Figure 1. Wiring by layer.
Scale: 1 px per µm.
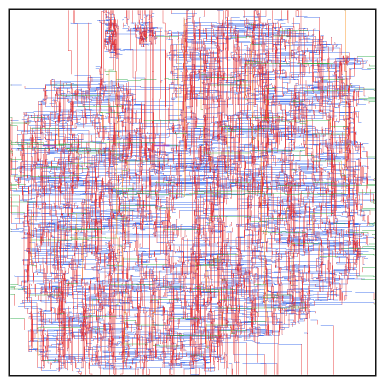
Figure 2. Track usage over the die.
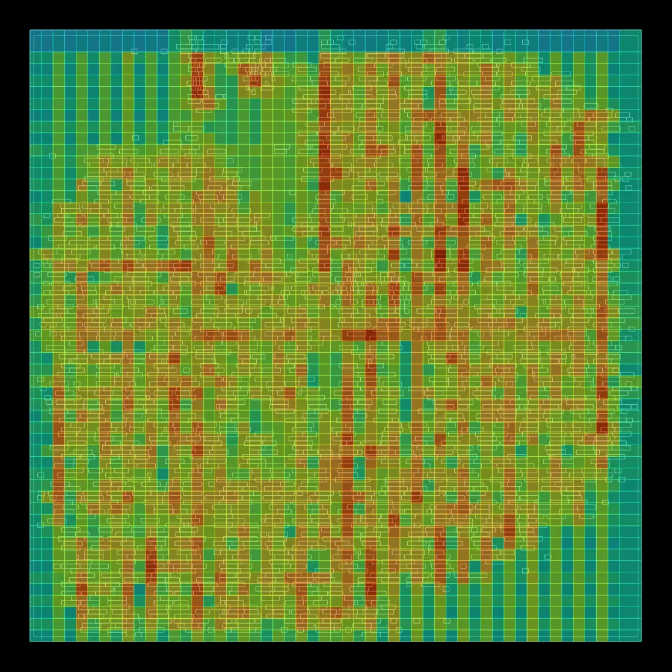
Figure 3. Where the registers sit.
Scale: 1 px per µm. Other sequential cells in the stronger grey, the rest of the logic in the fainter grey.
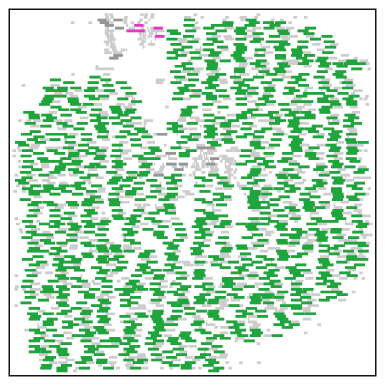
**src/rtl/axis_data_fifo_pkt.sv**
```systemverilog
// -----------------------------------------------------------------------------
// axis_data_fifo_pkt
//
// AXI4-Stream data FIFO with occupancy, almost-full and stored-packet
// reporting. Sits between the stream ingress and the DDR write path of the
// virtual FIFO. Beats ({tlast, tkeep, tdata}) are held in a DEPTH-entry
// array and presented first-word-fall-through on the initiator side.
//
// Optional feature (compile-time macro):
//   AXIS_DATA_FIFO_PKT_STORE_FORWARD_EN
//     Defined   : store-and-forward. A packet is offered downstream only once
//                 its tlast beat is stored. A packet longer than DEPTH is
//                 released cut-through when the FIFO fills, so it can never
//                 deadlock.
//     Undefined : cut-through. initiator_tvalid = !empty.
//
// Parameters:
//   TDATA_BYTES  data bytes per beat (tdata is 8*TDATA_BYTES bits)
//   TKEEP_WIDTH  tkeep width
//   DEPTH        beats stored; power of two, >= 4
//   AF_THRESH    almost_full asserts when fill_level >= AF_THRESH (1..DEPTH)
//   CNT_W        width of fill_level / pkt_count (derived, do not override)
//
// Ports:
//   aclk, aresetn              clock, asynchronous active-low reset
//   target_*                   AXI4-Stream slave (ingress)
//   initiator_*                AXI4-Stream master (egress)
//   fill_level                 beats currently stored, 0..DEPTH
//   almost_full                fill_level >= AF_THRESH
//   pkt_count                  complete packets (tlast beats) stored
// -----------------------------------------------------------------------------
module axis_data_fifo_pkt #(
  parameter int TDATA_BYTES = 8,
  parameter int TKEEP_WIDTH = TDATA_BYTES,
  parameter int DEPTH       = 16,
  parameter int AF_THRESH   = DEPTH - 2,
  parameter int CNT_W       = $clog2(DEPTH + 1)
) (
  input  logic                     aclk,
  input  logic                     aresetn,

  input  logic                     target_tvalid,
  output logic                     target_tready,
  input  logic [8*TDATA_BYTES-1:0] target_tdata,
  input  logic [TKEEP_WIDTH-1:0]   target_tkeep,
  input  logic                     target_tlast,

  output logic                     initiator_tvalid,
  input  logic                     initiator_tready,
  output logic [8*TDATA_BYTES-1:0] initiator_tdata,
  output logic [TKEEP_WIDTH-1:0]   initiator_tkeep,
  output logic                     initiator_tlast,

  output logic [CNT_W-1:0]         fill_level,
  output logic                     almost_full,
  output logic [CNT_W-1:0]         pkt_count
);

  localparam int AW = $clog2(DEPTH);
  localparam int DW = 8 * TDATA_BYTES;

  localparam logic [CNT_W-1:0] CNT_DEPTH = CNT_W'(DEPTH);
  localparam logic [CNT_W-1:0] CNT_AF    = CNT_W'(AF_THRESH);
  localparam logic [CNT_W-1:0] CNT_ONE   = CNT_W'(1);

  typedef struct packed {
    logic                   last;
    logic [TKEEP_WIDTH-1:0] keep;
    logic [DW-1:0]          data;
  } beat_t;

  // ---------------------------------------------------------------------------
  // Storage and pointers. The pointers carry one extra MSB so that equal
  // low bits with differing MSBs means "full" and fully equal means "empty";
  // they wrap naturally modulo 2*DEPTH.
  // ---------------------------------------------------------------------------
  beat_t         mem [DEPTH];
  logic [AW:0]   wr_ptr;
  logic [AW:0]   rd_ptr;
  beat_t         head;

  logic          full;
  logic          empty;
  logic          wr_fire;
  logic          rd_fire;
  logic          wr_last;
  logic          rd_last;

  logic [CNT_W-1:0] fill_next;
  logic [CNT_W-1:0] pkt_next;

  assign full  = (fill_level == CNT_DEPTH);
  assign empty = (wr_ptr == rd_ptr);

  // First-word-fall-through: the entry at rd_ptr is always on the outputs.
  assign head            = mem[rd_ptr[AW-1:0]];
  assign initiator_tdata = head.data;
  assign initiator_tkeep = head.keep;
  assign initiator_tlast = head.last;

  // target_tready is a registered !full, so a read in a full cycle cannot
  // open the write path until the following cycle.
  assign wr_fire = target_tvalid && target_tready;
  assign rd_fire = initiator_tvalid && initiator_tready;
  assign wr_last = wr_fire && target_tlast;
  assign rd_last = rd_fire && head.last;

  // ---------------------------------------------------------------------------
  // Output valid
  // ---------------------------------------------------------------------------
`ifdef AXIS_DATA_FIFO_PKT_STORE_FORWARD_EN
  // Set when an oversize packet is released because the FIFO filled before
  // its tlast arrived; holds valid up (gated only by !empty) until that
  // packet's tlast beat leaves, so valid never drops without a handshake
  // once the first beat has gone out and full has cleared.
  logic forcing;

  always_ff @(posedge aclk or negedge aresetn) begin
    if (!aresetn) begin
      forcing <= 1'b0;
    end else if (rd_last) begin
      forcing <= 1'b0;
    end else if (full && (pkt_count == '0)) begin
      forcing <= 1'b1;
    end
  end

  assign initiator_tvalid = !empty && ((pkt_count != '0) || full || forcing);
`else
  assign initiator_tvalid = !empty;
`endif

  // ---------------------------------------------------------------------------
  // Next-state occupancy and packet count. A simultaneous increment and
  // decrement cancel out.
  // ---------------------------------------------------------------------------
  // NOTE: every combinational output gets a default before the case so no
  // path leaves it unassigned (which would infer a latch).
  always_comb begin
    fill_next = fill_level;
    unique case ({wr_fire, rd_fire})
      2'b10:   fill_next = fill_level + CNT_ONE;
      2'b01:   fill_next = fill_level - CNT_ONE;
      default: fill_next = fill_level;
    endcase
  end

  always_comb begin
    pkt_next = pkt_count;
    unique case ({wr_last, rd_last})
      2'b10:   pkt_next = pkt_count + CNT_ONE;
      2'b01:   pkt_next = pkt_count - CNT_ONE;
      default: pkt_next = pkt_count;
    endcase
  end

  // ---------------------------------------------------------------------------
  // Registered control state and status outputs
  // ---------------------------------------------------------------------------
  // NOTE: state registers use non-blocking assignments so every register
  // samples the pre-edge values of the others, independent of block order.
  always_ff @(posedge aclk or negedge aresetn) begin
    if (!aresetn) begin
      wr_ptr        <= '0;
      rd_ptr        <= '0;
      fill_level    <= '0;
      pkt_count     <= '0;
      almost_full   <= 1'b0;
      target_tready <= 1'b0;
    end else begin
      if (wr_fire) wr_ptr <= wr_ptr + 1'b1;
      if (rd_fire) rd_ptr <= rd_ptr + 1'b1;
      fill_level    <= fill_next;
      pkt_count     <= pkt_next;
      almost_full   <= (fill_next >= CNT_AF);
      target_tready <= (fill_next != CNT_DEPTH);
    end
  end

  // ---------------------------------------------------------------------------
  // Beat storage
  // ---------------------------------------------------------------------------
  // NOTE: the array has no reset; stale contents are unreachable because
  // reset empties the pointers, and leaving it unreset lets it map to RAM.
  always_ff @(posedge aclk) begin
    if (wr_fire) begin
      mem[wr_ptr[AW-1:0]] <= '{last: target_tlast,
                               keep: target_tkeep,
                               data: target_tdata};
    end
  end

endmodule

```
**config.mk**
```make
export PLATFORM = sky130hd
export DESIGN_NAME = axis_data_fifo_pkt
export DESIGN_NICKNAME = d
export VERILOG_FILES = /design/src/rtl/axis_data_fifo_pkt.sv
export SDC_FILE = /design/constraint.sdc
export NUM_CORES = 1
export LEC_CHECK = 0
export CAP_MARGIN = 20
export CORE_MARGIN = 2
export CORE_UTILIZATION = 35
export DETAILED_ROUTE_END_ITERATION = 10
export PLACE_DENSITY = 0.47
export SLEW_MARGIN = 25
export SYNTH_ARGS = -nofsm -noshare
export SYNTH_HDL_FRONTEND = slang
export SYNTH_SLANG_ARGS = --single-unit
```
**constraint.sdc**
```tcl
create_clock -name aclk -period 8.1 [get_ports aclk]
set_input_delay 1.62 -clock aclk [delete_from_list [all_inputs] [get_ports aclk]]
set_output_delay 1.62 -clock aclk [all_outputs]
set_load 0.03 [all_outputs]
```
==> results.env <==
RUN_STATUS='finished, final reports clean'
PWR-SHARE-SEQ_PCT=39.4
CTS_REPAIR_RESIZE_COUNT=0
COUNT_OF_NON_CTS_BUFFERS_IN_THE_LAYOUT=210
WORSTSKEWPAIRLATENCY_NS=0.74
POST_SYNTHESIS_CELL_COUNT=1758
TIMING_WORST_SLEW_PIN_VALUE_NS=1.03
RR_WORST_DEPTH=11
GRT_SETUP_UNREPAIRED='no'
CORE_AREA_MM2=0.129
NUM-CLOCK-BUFFERS=167
CTSHTREEMAXLEVEL=4
DRT_DRC_VIOLATIONS_LEFT=0
BOUNDARYPINS=163
POST_DRT_VIA_CELL_RATIO=5.15
SYNTHARSTFLOPSHARE_PCT=1.85
POWER.LARGEST_GROUP='sequential cells'
WORSTREG2REGSTART='rd_ptr[1]'
TIMING_HOLD_VIOLATIONS_FINAL=0
NUMBER_OF_SETUP_VIOLATIONS_IN_THE_FINAL_REPORT=0
GRT_MAX_DEGREE=141
POST_SYNTH_INSTANCE_AREA_MM2=0.0456
GRT.BUSIEST_LAYER='met2'
HOLD-PATH-ENDPOINT='wr_ptr[4]'
CP.REQUIRED_NS=6.48
MET2_ROUTED_LENGTH_UM=54600
CLK-POWER_uW=5590
WORST_R2R_END='pkt_count[4]'
LOG.WARNING_COUNT=33
SYNTHESIS.YOSYS.WARNINGS=0
HP-CLASS='reg -> reg'
YS_CHIP_AREA_MM2=0.0456
FINALWEIGHTEDCONGESTION=0.708
POWER-PER-CELL-AREA_mW_PER_MM2=370
PORT_BUFFERS=162
CRIT_PATH_CELL_TRACE='buf_12 -> mux4_2 -> mux4_2 -> clkdlybuf4s50_1'
FINAL_NETS=2105
NON_CLOCK_INVERTER_COUNT=9
NUMBER_OF_ENABLE_FLIP_FLOP_CELLS=1168
FF2FF_SETUP_SLACK_NS=3.26
SYNTHMOSTINSTANTIATEDCELL='sky130_fd_sc_hd__edfxtp_1'
MOSTFREQUENTLAYOUTCELL='sky130_fd_sc_hd__edfxtp_1'
YS.FLOPS=1190
FLOORPLANUTILIZATION_PCT=35.2
DESIGN.SEQ.COUNT=1190
CORE.ROWCOUNT=132
VDD.IR_DROP.WORST_uV=290
TIMING.SETUP.TNS_NS=0
NMULTIINPUTCOMBCELLS=471
WHS_NS=0.486
TIMING.SLEW.HEADROOM_PCT=31.6
WORST_PATH_LARGEST_CELL_DELAY_NS=1.06
CRITICAL_PATH.STARTPOINT_TYPE='register'
POWER.LEAKAGE_uW=0.0167
DRIVE_ABOVE_1_SHARE_PCT=25.4
DIEAREA_MM2=0.133
PART_OF_THE_YOSYS_AREA_USED_FOR_SEQUENTIAL_ELEMENTS_PCT=78.1
FAMILY_OF_CELLS_WITH_THE_GREATEST_SUMMED_DELAY_ON_THE_CRITICAL_PATH='buffers and inverters'
PATH_BUFFERS=2
CLK_SHARE_PCT=7.50
GRT_PASS1_WL_UM=156000
FINAL_LAYOUT_TOP_LOGIC_CELLS='sky130_fd_sc_hd__edfxtp_1, sky130_fd_sc_hd__mux4_2, sky130_fd_sc_hd__clkdlybuf4s50_1, sky130_fd_sc_hd__clkbuf_16, sky130_fd_sc_hd__mux4_1'
ENDPOINT_OF_THE_MOST_CRITICAL_SETUP_PATH='initiator_tdata[56]'
MET3_LENGTH_UM=4180
CRIT_PATH_MAX_FANOUT=140
SYNTH_CELL_TYPE_COUNT=34
SYNTH-SIMPLE-AREA-SHARE_PCT=0.535
TOP_AREA_SHARE_PCT=76.9
YS_SH_ADDER_PCT=0.444
SW_SHARE_PCT=31.2
DRV.MAX_CAP_VIOLATION_COUNT=0
SYNTH_STAT.CELLS=1758
GLOBAL_ROUTE.OVERFLOW_TOTAL=0
POST-SYNTH-TOP-AREA-CELL='sky130_fd_sc_hd__edfxtp_1'
POWER_COMBINATIONAL_uW=6390
P_SW_uW=6180
POSTCTSSETUPREPAIRBUFS=0
MIN_FROM='wr_ptr[4]'
SYNTH.CELLS.MOST_FREQUENT='sky130_fd_sc_hd__edfxtp_1, sky130_fd_sc_hd__mux4_2, sky130_fd_sc_hd__mux4_1'
COMBAREAFRACTION_PCT=17.5
LAYOUT.FILLER_CELLS=11303
RELATIVE_AREA_OF_NON_CLOCK_BUFFER_CELLS_IN_THE_FINAL_DESIGN_PCT=4.04
COUNT_OF_INSERTED_TAPCELLS=1742
NUMCTSBUFFERS=131
COMPLEX_GATE_FRACTION_OF_THE_SYNTHESIZED_AREA_PCT=0.214
SYNTH_XOR_XNOR_AREA_SHARE_PCT=0.403
CLOCK-ROOT-BUFFER='sky130_fd_sc_hd__clkbuf_16'
CP_DEPTH=4
LOGIC_AREA_MM2=0.00935
WL_MET1_UM=48500
ANTENNA_FOUND_INITIAL=4
DRV_SLEW=0
SYN_AREA_PER_CELL_UM2=25.9
FLOORPLAN.DIE.WIDTH_UM=365
SYNTH.LOGIC.TOP_FAMILY='multiplexers'
SYNTH-MAIN-FF-CELL='sky130_fd_sc_hd__edfxtp_1'
FIRST_ITER_VIOLATIONS=1764
POST_CTS_HOLD_BUFFER_COUNT=0
DIE_OUTLINE_HEIGHT_UM=365
COMB_POWER_SHARE_PCT=32.3
FIRST_GLOBAL_VIAS=21143
HIGHEST_LAYER='met5'
TIMING.FINAL.CRIT_SHARE_PCT=73.7
FLOORPLAN.NETS=1850
CRITPATHMOSTFREQUENTCELL='sky130_fd_sc_hd__mux4_2'
CRITICAL_PATH.STARTPOINT='rd_ptr[1]'
MAX_CLK_RATE_GHz=0.168
WORST_PATH_ARRIVAL_NS=4.35
DP.FINAL_HPWL_UM=53600
VIA_COUNT=19799
CLKSLEWWORSTSETUPHOLDPATHS_NS=0.06
CLOCK_TREE_FROM_TRITONCTS='done'
CELLS_ON_WORST_HOLD_PATH=1
WORST_CLOCK_SKEW_NS=0.0220
AREA_GROWTH_PCT=17.0
SLOWEST_STAGE='sky130_fd_sc_hd__dfrtp_4'
LARGEST_CELL_CLASS='flip-flops and latches'
CRIT_TYPE='reg -> out'
MUXSHAREOFSYNTHAREA_PCT=18.7
ANTENNADIODECOUNT=1
POWER.INTERNAL_uW=13600
PWR-SHARE-CLK_PCT=28.3
DRTPASS1ITERATIONS=5
CTS.PATH.MAX_BUFFERS=3
LAYOUT_MIN_CYCLE_TIME_NS=5.97
ANT_NETS=0
SYNTHTOPCELLSBYAREA='sky130_fd_sc_hd__edfxtp_1, sky130_fd_sc_hd__mux4_2, sky130_fd_sc_hd__mux4_1'
SETUP.WORST_PATH.END_CLASS='output pin'
CLOCK_SINK_COUNT=1190
Notes on Figure 1 above:
- metal 1: blue (wire length 48.5 mm)
- metal 3: green (wire length 4180 µm)
- metal 5: purple (wire length 25.8 µm)
- metal 4: orange (wire length 2020 µm)
- metal 2: red (wire length 54.6 mm)
global-route usage over all layers: 16.7%
final wirelength: 109000 µm

Notes on Figure 2 above:
met3 usage: 2.96%
drt wl/cell: 28.4 µm
global-route met2 utilization: 27.7%
final core utilization: 41.2%
met1 layer usage reported by global route: 22.8%

Notes on Figure 3 above:
- mem: green (placed flops 1168; where spread over the die)
- pkt_count: magenta (placed flops 5)
- not coloured: 17
sequential share of cell area: 66.8%
sequential cell power: 7780 µW
Sequential cell area: 0.0356 mm²

==> through the flow <==
| stage | std cells | utilization, % | setup WS (ns) | area, µm² | power [µW] |
|---|---|---|---|---|---|
| floorplan | 1758 | - | 0.357 | 45600 | 12200 |
| global placement | 3618 | 38.0 | 2.82 | 49300 | 14400 |
| detailed placement | 3620 | 38.1 | 2.76 | 49300 | 14500 |
| CTS | 3844 | 41.2 | 1.93 | 53300 | 20200 |
| global route | 3846 | 41.2 | 1.94 | 53400 | 20700 |
| finish | 3847 | 41.2 | 2.13 | 53400 | 19800 |
==> sequential cells by signal, indices dropped and copies added (netlist names) <==
| signal | flops |
|---|---|
| wr_ptr | 5 |
| target_tready | 1 |
| mem | 1168 |
| almost_full | 1 |
| fill_level | 5 |
| rd_ptr | 5 |
| pkt_count | 5 |
Power is estimated from default activity; no workload was simulated.
